<file path="config.mk">
export PLATFORM = sky130hd
export DESIGN_NAME = display_scan_scheduler
export DESIGN_NICKNAME = d
export VERILOG_FILES = /design/src/rtl/display_scan_scheduler.sv
export SDC_FILE = /design/constraint.sdc
export NUM_CORES = 1
export LEC_CHECK = 0
export CAP_MARGIN = 20
export CELL_PAD_IN_SITES_DETAIL_PLACEMENT = 0
export CELL_PAD_IN_SITES_GLOBAL_PLACEMENT = 2
export CORE_MARGIN = 10
export CORE_UTILIZATION = 30
export CTS_CLUSTER_SIZE = 8
export DETAILED_ROUTE_END_ITERATION = 7
export HOLD_SLACK_MARGIN = 0.15
export PLACE_DENSITY = 0.82
export RECOVER_POWER = 25
export REMOVE_ABC_BUFFERS = 1
export SLEW_MARGIN = 20
export SYNTH_ARGS = -nofsm -noshare
export SYNTH_HDL_FRONTEND = slang
export SYNTH_SLANG_ARGS = --single-unit
export TNS_END_PERCENT = 5
</file>
<file path="constraint.sdc">
create_clock -name clk -period 3.7 [get_ports clk]
set_input_delay 0.37 -clock clk [delete_from_list [all_inputs] [get_ports clk]]
set_output_delay 0.37 -clock clk [all_outputs]
set_load 0.01 [all_outputs]
</file>
<file path="src/rtl/display_scan_scheduler.sv">
// Round-robin scheduler that time-shares one BCD-to-double-seven-segment decoder
// among NUM_CH requesters and latches each result into a per-channel display register.
module display_scan_scheduler #(
  parameter int NUM_CH     = 4,
  parameter int SETTLE_CYC = 2
) (
  input  logic                   clk,
  input  logic                   rst_n,
  input  logic [NUM_CH-1:0]      ch_req,
  input  logic [NUM_CH*4-1:0]    ch_value,
  output logic [NUM_CH-1:0]      ch_ack,
  input  logic                   blank_all,
  output logic [3:0]             dec_bin,
  input  logic [13:0]            dec_seg,
  output logic [NUM_CH*14-1:0]   disp_seg,
  output logic                   busy
);

  localparam int IDX_W = $clog2(NUM_CH);
  localparam int SUM_W = IDX_W + 1;
  localparam int CNT_W = (SETTLE_CYC > 1) ? $clog2(SETTLE_CYC) : 1;
  localparam logic [13:0] BLANK = 14'h3FFF;

  typedef enum logic [1:0] {IDLE, SETTLE, CAPTURE} state_t;

  state_t           state_reg;
  logic [IDX_W-1:0] rr_ptr_reg;
  logic [IDX_W-1:0] grant_reg;
  logic [CNT_W-1:0] settle_cnt_reg;
  logic [13:0]      disp_reg [NUM_CH];

  logic [IDX_W-1:0] cand_idx [NUM_CH];
  logic [3:0]       val_arr  [NUM_CH];
  logic             win_found;
  logic [IDX_W-1:0] win_idx;

  // cand_idx[gi] is the channel examined at search offset gi from rr_ptr
  for (genvar gi = 0; gi < NUM_CH; gi++) begin : g_chan
    logic [SUM_W-1:0] raw;
    assign raw           = {1'b0, rr_ptr_reg} + SUM_W'(gi);
    assign cand_idx[gi]  = (raw >= SUM_W'(NUM_CH)) ? IDX_W'(raw - SUM_W'(NUM_CH))
                                                   : raw[IDX_W-1:0];
    assign val_arr[gi]   = ch_value[4*gi +: 4];
    assign disp_seg[14*gi +: 14] = disp_reg[gi];
  end

  // Scan from the farthest offset down so the nearest pending channel wins.
  always_comb begin
    win_found = 1'b0;
    win_idx   = '0;
    for (int j = NUM_CH - 1; j >= 0; j--) begin
      if (ch_req[cand_idx[j]]) begin
        win_found = 1'b1;
        win_idx   = cand_idx[j];
      end
    end
  end

  always_ff @(posedge clk or negedge rst_n) begin
    if (!rst_n) begin
      state_reg      <= IDLE;
      rr_ptr_reg     <= '0;
      grant_reg      <= '0;
      settle_cnt_reg <= '0;
      dec_bin        <= '0;
      ch_ack         <= '0;
      busy           <= 1'b0;
      for (int i = 0; i < NUM_CH; i++) disp_reg[i] <= BLANK;
    end else begin
      ch_ack <= '0;
      case (state_reg)
        IDLE: begin
          if (win_found) begin
            grant_reg      <= win_idx;
            dec_bin        <= val_arr[win_idx];
            settle_cnt_reg <= CNT_W'(SETTLE_CYC - 1);
            state_reg      <= SETTLE;
            busy           <= 1'b1;
          end
        end
        SETTLE: begin
          if (settle_cnt_reg != '0) settle_cnt_reg <= settle_cnt_reg - 1'b1;
          else                      state_reg      <= CAPTURE;
        end
        CAPTURE: begin
          // dec_bin is still held here, so dec_seg is stable when written below
          ch_ack[grant_reg] <= 1'b1;
          rr_ptr_reg        <= (grant_reg == IDX_W'(NUM_CH - 1)) ? '0 : grant_reg + 1'b1;
          dec_bin           <= '0;
          state_reg         <= IDLE;
          busy              <= 1'b0;
        end
        default: begin
          state_reg <= IDLE;
          busy      <= 1'b0;
        end
      endcase
      for (int i = 0; i < NUM_CH; i++) begin
        if (blank_all)
          disp_reg[i] <= BLANK;
        else if (state_reg == CAPTURE && grant_reg == IDX_W'(i))
          disp_reg[i] <= dec_seg;
      end
    end
  end

endmodule
</file>
**Run 1: the metal 2 layer**

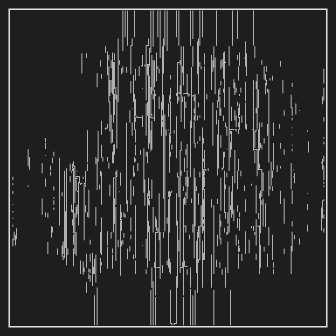
main direction = vertical
nets with wire on the layer = 364
wire length on this layer = 4120 µm
share of all routed wire = 42%
longest straight run = 45.9 µm
total number of vias: 2671
Routed Wire Length: 9.74 mm

**Run 1: routing congestion map**

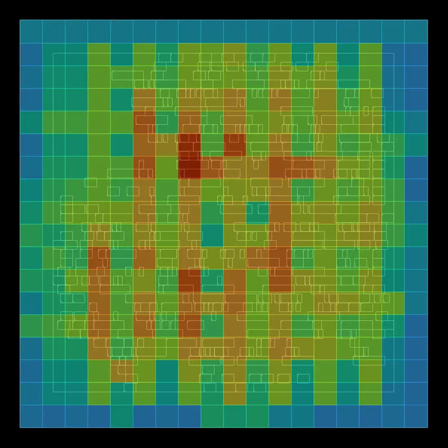
fin util: 42.7%
WL per Instance: 17.0 µm

==> impl_results.html, run 1 <==
<p>Metrics extracted from the flow reports.</p>
<table>
<tr><th>Metric</th><th>Value</th></tr>
<tr><th colspan="2">Outcome</th></tr>
<tr><td>Violations in the final reports</td><td>max-capacitance violations, max-slew violations</td></tr>
<tr><td>Run status</td><td>finished with violations</td></tr>
<tr><th colspan="2">Logic synthesis</th></tr>
<tr><td>Top-area cell share</td><td>between 40 and 50%</td></tr>
<tr><td>Synth cell types</td><td>31</td></tr>
<tr><td>Yosys top cell by area</td><td>dfstp_2</td></tr>
<tr><td>Number of enable flip-flop cells</td><td>0</td></tr>
<tr><td>Total of flip-flops plus latches after synthesis</td><td>between 70 and 80</td></tr>
<tr><td>Chip area in the Yosys report</td><td>3270 µm²</td></tr>
<tr><td>Top cells by count, synth</td><td>130 x nand2_1, 56 x dfstp_2, 56 x nand3b_1, 16 x dfrtp_1, 8 x buf_2</td></tr>
<tr><td>Async SR Flop Fraction</td><td>100%</td></tr>
<tr><th colspan="2">Power and ir drop</th></tr>
<tr><td>Internal power</td><td>1.73 mW</td></tr>
<tr><td>Leak</td><td>2.07 nW</td></tr>
<tr><td>Maximum vdd drop</td><td>0.178 mV</td></tr>
<tr><td>Switching power as a share of total power</td><td>32.8%</td></tr>
<tr><th colspan="2">Finish</th></tr>
<tr><td>Nets@finish</td><td>470</td></tr>
<tr><td>Share of layout cells above drive strength 1</td><td>approximately a fifth</td></tr>
<tr><th colspan="2">Final timing</th></tr>
<tr><td>Max-slew violation count</td><td>73</td></tr>
<tr><td>Headroom to the max-slew limit</td><td>-17.7%</td></tr>
<tr><td>Final setup violation count</td><td>0</td></tr>
<tr><td>Fin crit share</td><td>between 50% and 60%</td></tr>
<tr><td>Highest clock frequency the design can meet</td><td>0.487 GHz</td></tr>
<tr><td>Setup TNS</td><td>0 ns</td></tr>
<tr><th colspan="2">Worst hold path</th></tr>
<tr><td>Tightest Hold Check Type</td><td>reg -&gt; reg</td></tr>
<tr><th colspan="2">CTS</th></tr>
<tr><td>Hold-fix buffers at CTS</td><td>0</td></tr>
<tr><td>Clock sink count</td><td>72</td></tr>
<tr><td>Clock-pin slew on the worst setup and hold paths</td><td>0.07 ns</td></tr>
<tr><td>Post-CTS setup buffer count</td><td>0</td></tr>
<tr><td>CTS max path bufs</td><td>2</td></tr>
<tr><td>Root buffer cell</td><td>clkbuf_8</td></tr>
<tr><th colspan="2">Floorplan</th></tr>
<tr><td>Die Footprint</td><td>15500 µm²</td></tr>
<tr><td>CORE AREA</td><td>10700 µm²</td></tr>
<tr><th colspan="2">Critical path</th></tr>
<tr><td>Worst path slowest cell</td><td>inv_2</td></tr>
<tr><td>Cell occurring most often along the worst timing path</td><td>nand2_1</td></tr>
<tr><td>Category of the worst setup path capture point</td><td>flip-flop</td></tr>
<tr><td>Path type of the worst setup path</td><td>reg -&gt; reg</td></tr>
<tr><th colspan="2">Place</th></tr>
<tr><td>HPWL after detailed placement</td><td>~6.6 mm</td></tr>
<tr><th colspan="2">Job</th></tr>
<tr><td>Max-capacitance violation count</td><td>1</td></tr>
<tr><th colspan="2">Routing</th></tr>
<tr><td>Number of nets still failing antenna checks after routing</td><td>0</td></tr>
<tr><td>First-pass iteration count of the detailed router</td><td>4</td></tr>
</table>
**Run 1: wire density map**

The bar under the picture is 20 µm long. The die is cut into 25 by 25 equal tiles; black is low, pale yellow is high, scaled to the fullest tile. Values are wire area over tile area, all layers added.
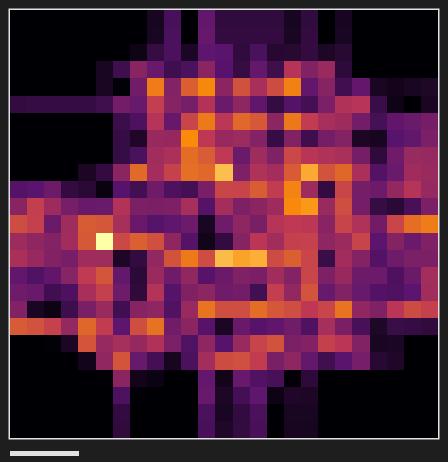
emptiest ninth of the die = north-west
mean over tiles = 0.10
nearly empty tiles = 26%
fullest tile = 0.40
overall routing resource usage: 12.4%

**Run 1: met1 routing**

The bar under the picture is 20 µm long.
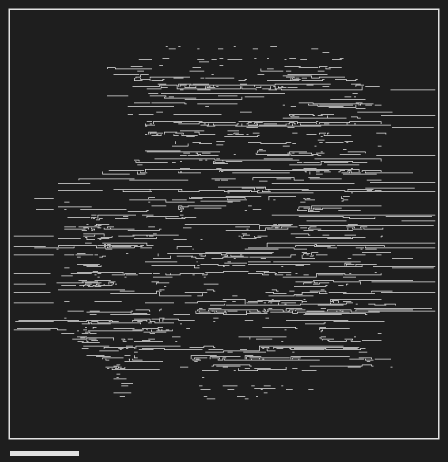
share of all routed wire = 49%
nets with wire on the layer = 423
main direction = horizontal
wire length on this layer = 4770 µm
Global Route met1 Usage: 16.5%

## run 1: cell families after synthesis
kind of cell / synth area share, %
mux: 1.53
flops: 57.3
buf+inv: 3.18
compound gates: 5.78
simple gates: 30.7
fa+ha+maj: 1.53
## run 1: layer usage
metal	share of wire (%)	vias to the layer above	wire length, µm
li1	-	1287	-
met1	49	1285	4770
met2	42	89	4120
met3	7.9	10	773
met4	0.81	0	79
met5	0	-	0
## run 1: power groups by stage
stage | Clock, mW | Sequential, mW | Combinational, mW
final | 0.648 | 1.09 | 0.840
after global routing | 0.701 | 1.11 | 0.944
after global placement | 0 | 1.10 | 0.838
after CTS | 0.665 | 1.09 | 0.854
after floorplan | 0 | 1.13 | 0.409
after detailed placement | 0 | 1.10 | 0.852
## run 1: path summary, 6_finish.rpt
path	from	endpoint	slack, ns	depth (start not counted)
worst min register to register	settle_cnt_reg	state_reg[1]	0.45	1
worst max register to register	state_reg[0]	disp_seg[33]	1.65	5
worst min-delay path	settle_cnt_reg	state_reg[1]	0.45	1
worst max-delay path	state_reg[0]	disp_seg[33]	1.65	5
max in group asynchronous	rst_n	grant_reg[1]	2.08	2
min in group asynchronous	rst_n	ch_ack[0]	0.59	2
## run 1: final cells by class
cell class	instances	share of cell area, %
clock buffers	11	3.30
clock inverters	5	1.17
inverters	8	0.654
multi-input cells	235	28.1
flip-flops and latches	72	40.8
well taps	140	3.81
repair buffers	103	22.2
## run 1: worst reg2reg max path, stage by stage, from the launching register on
cell,delay (ns)
dfrtp_1,0.44
and2b_1,0.33
nand2_1,0.51
inv_2,0.52
nand2_1,0.11
nand3b_1,0.09
## run 1: metrics by stage
step                      std cells  total power [mW]  setup slack, ns  hold WS (ns)
after floorplan                 315              1.54             2.29        0.0744
after global placement          558              1.94             1.57         0.445
after detailed placement        558              1.95             1.51         0.452
after CTS                       574              2.61             1.62         0.273
after global routing            574              2.76             1.44         0.480
final                           574              2.57             1.65         0.454
## run 1: placed cells by master, fill, tap and decap left out, drive strengths merged
cell           netlist  routed
nand2              130     130
clkdlybuf4s50        0     100
nand3b              56      56
dfstp               56      56
dfrtp               16      16
clkbuf               6      12
inv                  8       9
o21ai                6       6
a21boi               6       6
mux2i                5       5
and3                 4       4
a31oi                4       4
nor2                 4       4
ha                   4       4
o41ai                4       4
nand2b               2       2
clkinv               0       2
buf                  9       2
and2b                1       1
nor4                 1       1
nor3                 1       1
a21o                 1       1
nor2b                1       1
a2bb2oi              1       1
or3                  1       1
o21a                 1       1
o31ai                1       1
a21oi                1       1
clkinvlp             0       1
bufinv               0       1
==> run 2, diff against run 1 <==
--- a/config.mk
+++ b/config.mk
@@ -9,11 +9,11 @@
 export CELL_PAD_IN_SITES_DETAIL_PLACEMENT = 0
 export CELL_PAD_IN_SITES_GLOBAL_PLACEMENT = 2
 export CORE_MARGIN = 10
-export CORE_UTILIZATION = 30
+export CORE_UTILIZATION = 28
 export CTS_CLUSTER_SIZE = 8
 export DETAILED_ROUTE_END_ITERATION = 7
 export HOLD_SLACK_MARGIN = 0.15
-export PLACE_DENSITY = 0.82
+export PLACE_DENSITY = 0.77
 export RECOVER_POWER = 25
 export REMOVE_ABC_BUFFERS = 1
 export SLEW_MARGIN = 20
==> constraint.sdc (replaced) <==
create_clock -name clk -period 2.2 [get_ports clk]
set_input_delay 0.22 -clock clk [delete_from_list [all_inputs] [get_ports clk]]
set_output_delay 0.22 -clock clk [all_outputs]
set_load 0.01 [all_outputs]
**Run 2: the metal 2 layer**

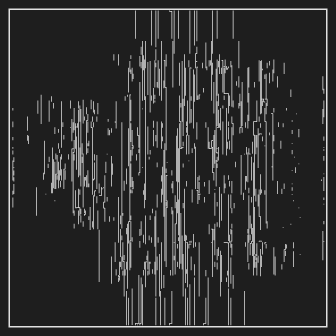
wire length on this layer = 4330 µm
share of all routed wire = 43%
main direction = vertical
longest straight run = 58.8 µm
nets with wire on the layer = 375
Routed Wire Length: 10.0 mm
total number of vias: 2691
met2 track demand over resource in global routing: 17.7%

==> run 2 against run 1 <==
Against the previous run: design area increased by 5.0%; routed wire length grew 2.9%; synthesized cell count is the same; non-clock buffer count increased by 6; total power up 97%; count of clock-buffer cells in the layout unchanged; global-route usage about the same; the run now ends clean; core utilization is 0.51 points lower; worst setup slack got worse by 1.2 ns; clock power went up to 2.8 times the previous value.
==> impl_results.html, run 2 <==
<p>Metrics extracted from the flow reports.</p>
<table>
<tr><th>Metric</th><th>Value</th></tr>
<tr><th colspan="2">Critical path</th></tr>
<tr><td>Reg-to-reg endpoint</td><td>dec_bin[0]</td></tr>
<tr><td>Worst path slowest cell</td><td>clkdlybuf4s50_1</td></tr>
<tr><td>Category of the worst setup path capture point</td><td>flip-flop</td></tr>
<tr><td>Path type of the worst setup path</td><td>in -&gt; reg</td></tr>
<tr><td>Launching point of the worst reg2reg path</td><td>rr_ptr_reg[1]</td></tr>
<tr><td>Register-to-register path setup slack</td><td>0.52 ns (-1.13 ns)</td></tr>
<tr><th colspan="2">Global route</th></tr>
<tr><td>Overall routing resource usage</td><td>12.4% (+0.037 points)</td></tr>
<tr><th colspan="2">Finish</th></tr>
<tr><td>Final non-filler cell total</td><td>583 (+1.6%)</td></tr>
<tr><td>Share of layout cells above drive strength 1</td><td>19.8% (+0.42 points)</td></tr>
<tr><td>Most common cell after layout, fill and taps aside</td><td>nand2_1</td></tr>
<tr><td>Nets@finish</td><td>476 (+1.3%)</td></tr>
<tr><th colspan="2">Logic synthesis</th></tr>
<tr><td>Chip area in the Yosys report</td><td>3270 µm² (unchanged)</td></tr>
<tr><td>Top cells by count, synth</td><td>130 x nand2_1, 56 x dfstp_2, 56 x nand3b_1, 16 x dfrtp_1, 8 x buf_2</td></tr>
<tr><td>Number of enable flip-flop cells</td><td>0 (unchanged)</td></tr>
<tr><td>Async SR Flop Fraction</td><td>100% (unchanged)</td></tr>
<tr><td>Yosys top cell by area</td><td>dfstp_2</td></tr>
<tr><td>Synth cell types</td><td>31 (unchanged)</td></tr>
<tr><td>Total of flip-flops plus latches after synthesis</td><td>72 (unchanged)</td></tr>
<tr><th colspan="2">CTS</th></tr>
<tr><td>Clock sink count</td><td>72 (unchanged)</td></tr>
<tr><td>Clock-pin slew on the worst setup and hold paths</td><td>0.06 ns (about the same)</td></tr>
<tr><td>CTS max path bufs</td><td>2 (unchanged)</td></tr>
<tr><td>Post-CTS setup buffer count</td><td>0 (unchanged)</td></tr>
<tr><td>Hold-fix buffers at CTS</td><td>1 (+1)</td></tr>
<tr><td>Root buffer cell</td><td>clkbuf_16</td></tr>
<tr><th colspan="2">Floorplan</th></tr>
<tr><td>CORE AREA</td><td>11400 µm² (+6.3%)</td></tr>
<tr><td>Die Footprint</td><td>16400 µm² (+6.0%)</td></tr>
<tr><th colspan="2">Final timing</th></tr>
<tr><td>Setup TNS</td><td>0 ns (unchanged)</td></tr>
<tr><td>Max-slew violation count</td><td>0 (-100%)</td></tr>
<tr><td>Fin crit share</td><td>about four fifths</td></tr>
<tr><td>Final setup violation count</td><td>0 (unchanged)</td></tr>
<tr><th colspan="2">Power and ir drop</th></tr>
<tr><td>Maximum vdd drop</td><td>0.360 mV (+100%)</td></tr>
<tr><td>Leak</td><td>2.17 nW (+4.9%)</td></tr>
<tr><th colspan="2">Worst hold path</th></tr>
<tr><td>HP Start</td><td>settle_cnt_reg</td></tr>
<tr><td>Worst-case hold path end point</td><td>state_reg[1]</td></tr>
<tr><td>Tightest Hold Check Type</td><td>reg -&gt; reg</td></tr>
<tr><th colspan="2">Place</th></tr>
<tr><td>HPWL after detailed placement</td><td>6.99 mm (+6.5%)</td></tr>
<tr><th colspan="2">Routing</th></tr>
<tr><td>First-pass iteration count of the detailed router</td><td>4 (unchanged)</td></tr>
<tr><th colspan="2">Outcome</th></tr>
<tr><td>Run status</td><td>completed</td></tr>
</table>
[run 2: through the flow]
stage	hold slack [ns]	worst slack, ns	power [mW]	utilization (%)
3_3_place_gp	0.437	0.217	3.30	38.9
6_report	0.451	0.463	5.06	42.2
5_1_grt	0.477	0.296	5.40	42.2
3_5_place_dp	0.430	0.132	3.31	38.9
4_1_cts	0.453	0.481	5.14	42.3
2_1_floorplan	-0.0756	0.788	2.58	-
[run 2: power breakdown]
group / internal (mW) / total [mW] / leakage (nW) / switching (mW)
Clock: 1.26 / 1.80 / 0.180 / 0.545
Combinational: 0.694 / 1.43 / 1.20 / 0.735
Sequential: 1.65 / 1.83 / 0.786 / 0.186
[run 2: worst max path at each step]
stage                       from    endpoint  cells after the start
floorplan           state_reg[1]  dec_bin[0]                      3
global placement       ch_req[1]  dec_bin[3]                      6
finish                 ch_req[1]  dec_bin[0]                      6
detailed placement     ch_req[1]  dec_bin[0]                      6
global route           ch_req[1]  dec_bin[0]                      6
CTS                    ch_req[1]  dec_bin[0]                      6
[run 2: cells by family (layout without fill, tap and decap cells)]
kind of cell / count (synthesis) / count (layout) / share of synthesized area, %
and+or+nand+nor: 201 / 201 / 30.7
DFF: 72 / 72 / 57.3
AOI/OAI and AO/OA: 25 / 25 / 5.78
buffers and inverters: 23 / 133 / 3.18
muxes: 5 / 5 / 1.53
adders and majority gates: 4 / 4 / 1.53
[run 2: area by class of cell]
cell class / instances / area share (%)
sequential: 72 / 38.8
multi-input combinational: 235 / 26.8
timing repair buffer: 109 / 22.3
clock buffer: 11 / 5.03
tap: 143 / 3.71
clock inverter: 5 / 2.67
inverter: 8 / 0.623
[run 2: per-layer routing]
layer,track usage (%),part of all wire [%],vias up
met3,4.84,9.4,8
met5,0,0,-
met2,17.7,43,109
met1,17.0,46,1272
met4,3.58,0.97,0
li1,-,-,1302
==> run 3, diff against run 2 <==
==> constraint.sdc (replaced) <==
create_clock -name clk -period 1.8 [get_ports clk]
set_input_delay 0.18 -clock clk [delete_from_list [all_inputs] [get_ports clk]]
set_output_delay 0.18 -clock clk [all_outputs]
set_load 0.01 [all_outputs]
**Run 3: wire density map**

The bar under the picture is 50 µm long. The die is cut into 26 by 26 equal tiles; black is low, pale yellow is high, scaled to the fullest tile. Values are wire area over tile area, all layers added.
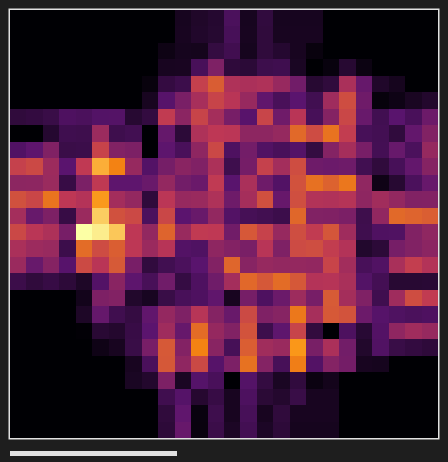
nearly empty tiles = 26%
emptiest ninth of the die = south-west
fullest tile = 0.43
mean over tiles = 0.10
densest ninth of the die = west
Routed Wire Length: 10.1 mm
total number of vias: 2731
overall routing resource usage: 12.4%
WL per Instance: 17.2 µm

==> run 3 against run 2 <==
Against the previous run: die area did not move; core utilization fell by 0.12 points; final cell count rose by 1.2%; hold slack improved by 0.0072 ns; sequential share of layout area rose by 0.11 points; critical endpoint is now disp_seg[42]; largest power group unchanged.
==> impl_results.html, run 3 <==
<p>Metrics extracted from the flow reports.</p>
<table>
<tr><th>Metric</th><th>Value</th></tr>
<tr><th colspan="2">Outcome</th></tr>
<tr><td>Run status</td><td>completed</td></tr>
<tr><th colspan="2">Routing</th></tr>
<tr><td>First-pass iteration count of the detailed router</td><td>4 (unchanged)</td></tr>
<tr><th colspan="2">Logic synthesis</th></tr>
<tr><td>Synth cell types</td><td>31 (unchanged)</td></tr>
<tr><td>Total of flip-flops plus latches after synthesis</td><td>72 (unchanged)</td></tr>
<tr><td>Number of enable flip-flop cells</td><td>0 (unchanged)</td></tr>
<tr><td>Top cells by count, synth</td><td>130 x nand2_1, 56 x dfstp_2, 56 x nand3b_1, 16 x dfrtp_1, 8 x buf_2</td></tr>
<tr><td>Async SR Flop Fraction</td><td>100% (unchanged)</td></tr>
<tr><td>Chip area in the Yosys report</td><td>3270 µm² (unchanged)</td></tr>
<tr><th colspan="2">Place</th></tr>
<tr><td>HPWL after detailed placement</td><td>7.14 mm (+2.1%)</td></tr>
<tr><td>Pre-CTS setup slack</td><td>-0.132 ns (-0.264 ns)</td></tr>
<tr><th colspan="2">Finish</th></tr>
<tr><td>Most common cell after layout, fill and taps aside</td><td>nand2_1</td></tr>
<tr><td>Nets@finish</td><td>483 (+1.5%)</td></tr>
<tr><td>Share of layout cells above drive strength 1</td><td>21.0% (+1.3 points)</td></tr>
<tr><th colspan="2">Final timing</th></tr>
<tr><td>Max-slew violation count</td><td>0 (unchanged)</td></tr>
<tr><td>Final setup violation count</td><td>0 (unchanged)</td></tr>
<tr><th colspan="2">CTS</th></tr>
<tr><td>Clock sink count</td><td>72 (unchanged)</td></tr>
<tr><td>CTS max path bufs</td><td>2 (unchanged)</td></tr>
<tr><td>Post-CTS setup buffer count</td><td>0 (unchanged)</td></tr>
<tr><td>Clock-pin slew on the worst setup and hold paths</td><td>0.06 ns (about the same)</td></tr>
<tr><td>Root buffer cell</td><td>clkbuf_16</td></tr>
<tr><th colspan="2">Floorplan</th></tr>
<tr><td>Die Footprint</td><td>16400 µm² (unchanged)</td></tr>
<tr><td>CORE AREA</td><td>11400 µm² (unchanged)</td></tr>
<tr><th colspan="2">Critical path</th></tr>
<tr><td>Worst path slowest cell</td><td>clkdlybuf4s50_1</td></tr>
<tr><th colspan="2">Power and ir drop</th></tr>
<tr><td>Maximum vdd drop</td><td>0.524 mV (+45%)</td></tr>
<tr><td>Leak</td><td>2.17 nW (about the same)</td></tr>
</table>
[run 3: area by class of cell]
cell class / count / area share [%]
well taps: 143 / 3.72
multi-input cells: 235 / 27.2
clock inverters: 6 / 0.781
flip-flops and latches: 72 / 38.9
repair buffers: 116 / 24.0
inverters: 8 / 0.625
clock buffers: 10 / 4.76
[run 3: final timing paths]
kind                            slack [ns]  depth (start not counted)            to           start
worst max-delay path                  0.18                          1  disp_seg[42]    disp_seg[42]
worst min-delay path                  0.46                          1  state_reg[1]  settle_cnt_reg
worst max register to register        0.19                          5    dec_bin[2]   rr_ptr_reg[1]
worst min register to register        0.46                          1  state_reg[1]  settle_cnt_reg
max in group asynchronous             0.24                          3  disp_seg[42]           rst_n
min in group asynchronous             0.69                          2     ch_ack[2]           rst_n
[run 3: timing repair]
| action | in CTS | in global routing |
|---|---|---|
| resized | 0 | 2 |
| setup endpoints to repair | 0 | 3 |
| hold buffers | 1 | 0 |
| endpoints found under the hold margin | 4 | 0 |
[run 3: logic make-up after synthesis]
group	Yosys count	share of synthesized area, %
adders and majority gates	4	1.53
DFF	72	57.3
AOI/OAI and AO/OA	25	5.78
and+or+nand+nor	201	30.7
muxes	5	1.53
buffers and inverters	23	3.18
[run 3: per-layer routing]
metal / up-vias / wire length [µm] / global-route usage [%] / part of all wire, %
met3: 6 / 906 / 5.00 / 8.9
li1: 1317 / - / - / -
met5: - / 0 / 0 / 0
met4: 0 / 82 / 3.38 / 0.81
met1: 1311 / 4650 / 16.3 / 46
met2: 97 / 4490 / 18.3 / 44
[run 3: through the flow]
| stage | area [µm²] | utilization, % | hold slack, ns | setup TNS [ns] | power (mW) |
|---|---|---|---|---|---|
| after global placement | 4520 | 39.6 | 0.201 | -0.164 | 4.10 |
| after floorplan | 3190 | - | -0.116 | 0 | 3.16 |
| after global routing | 4810 | 42.1 | 0.488 | 0 | 6.07 |
| after CTS | 4800 | 42.0 | 0.390 | 0 | 5.75 |
| final | 4810 | 42.1 | 0.458 | 0 | 5.66 |
| after detailed placement | 4520 | 39.6 | 0.198 | -0.453 | 4.12 |
[run 3: where the power goes]
| group | leakage [nW] | total (mW) | internal, mW | switching [mW] |
|---|---|---|---|---|
| clock network | 0.136 | 1.59 | 0.927 | 0.663 |
| logic | 1.25 | 1.84 | 0.907 | 0.929 |
| registers | 0.786 | 2.24 | 2.02 | 0.221 |
Power and IR drop assume default switching activity.
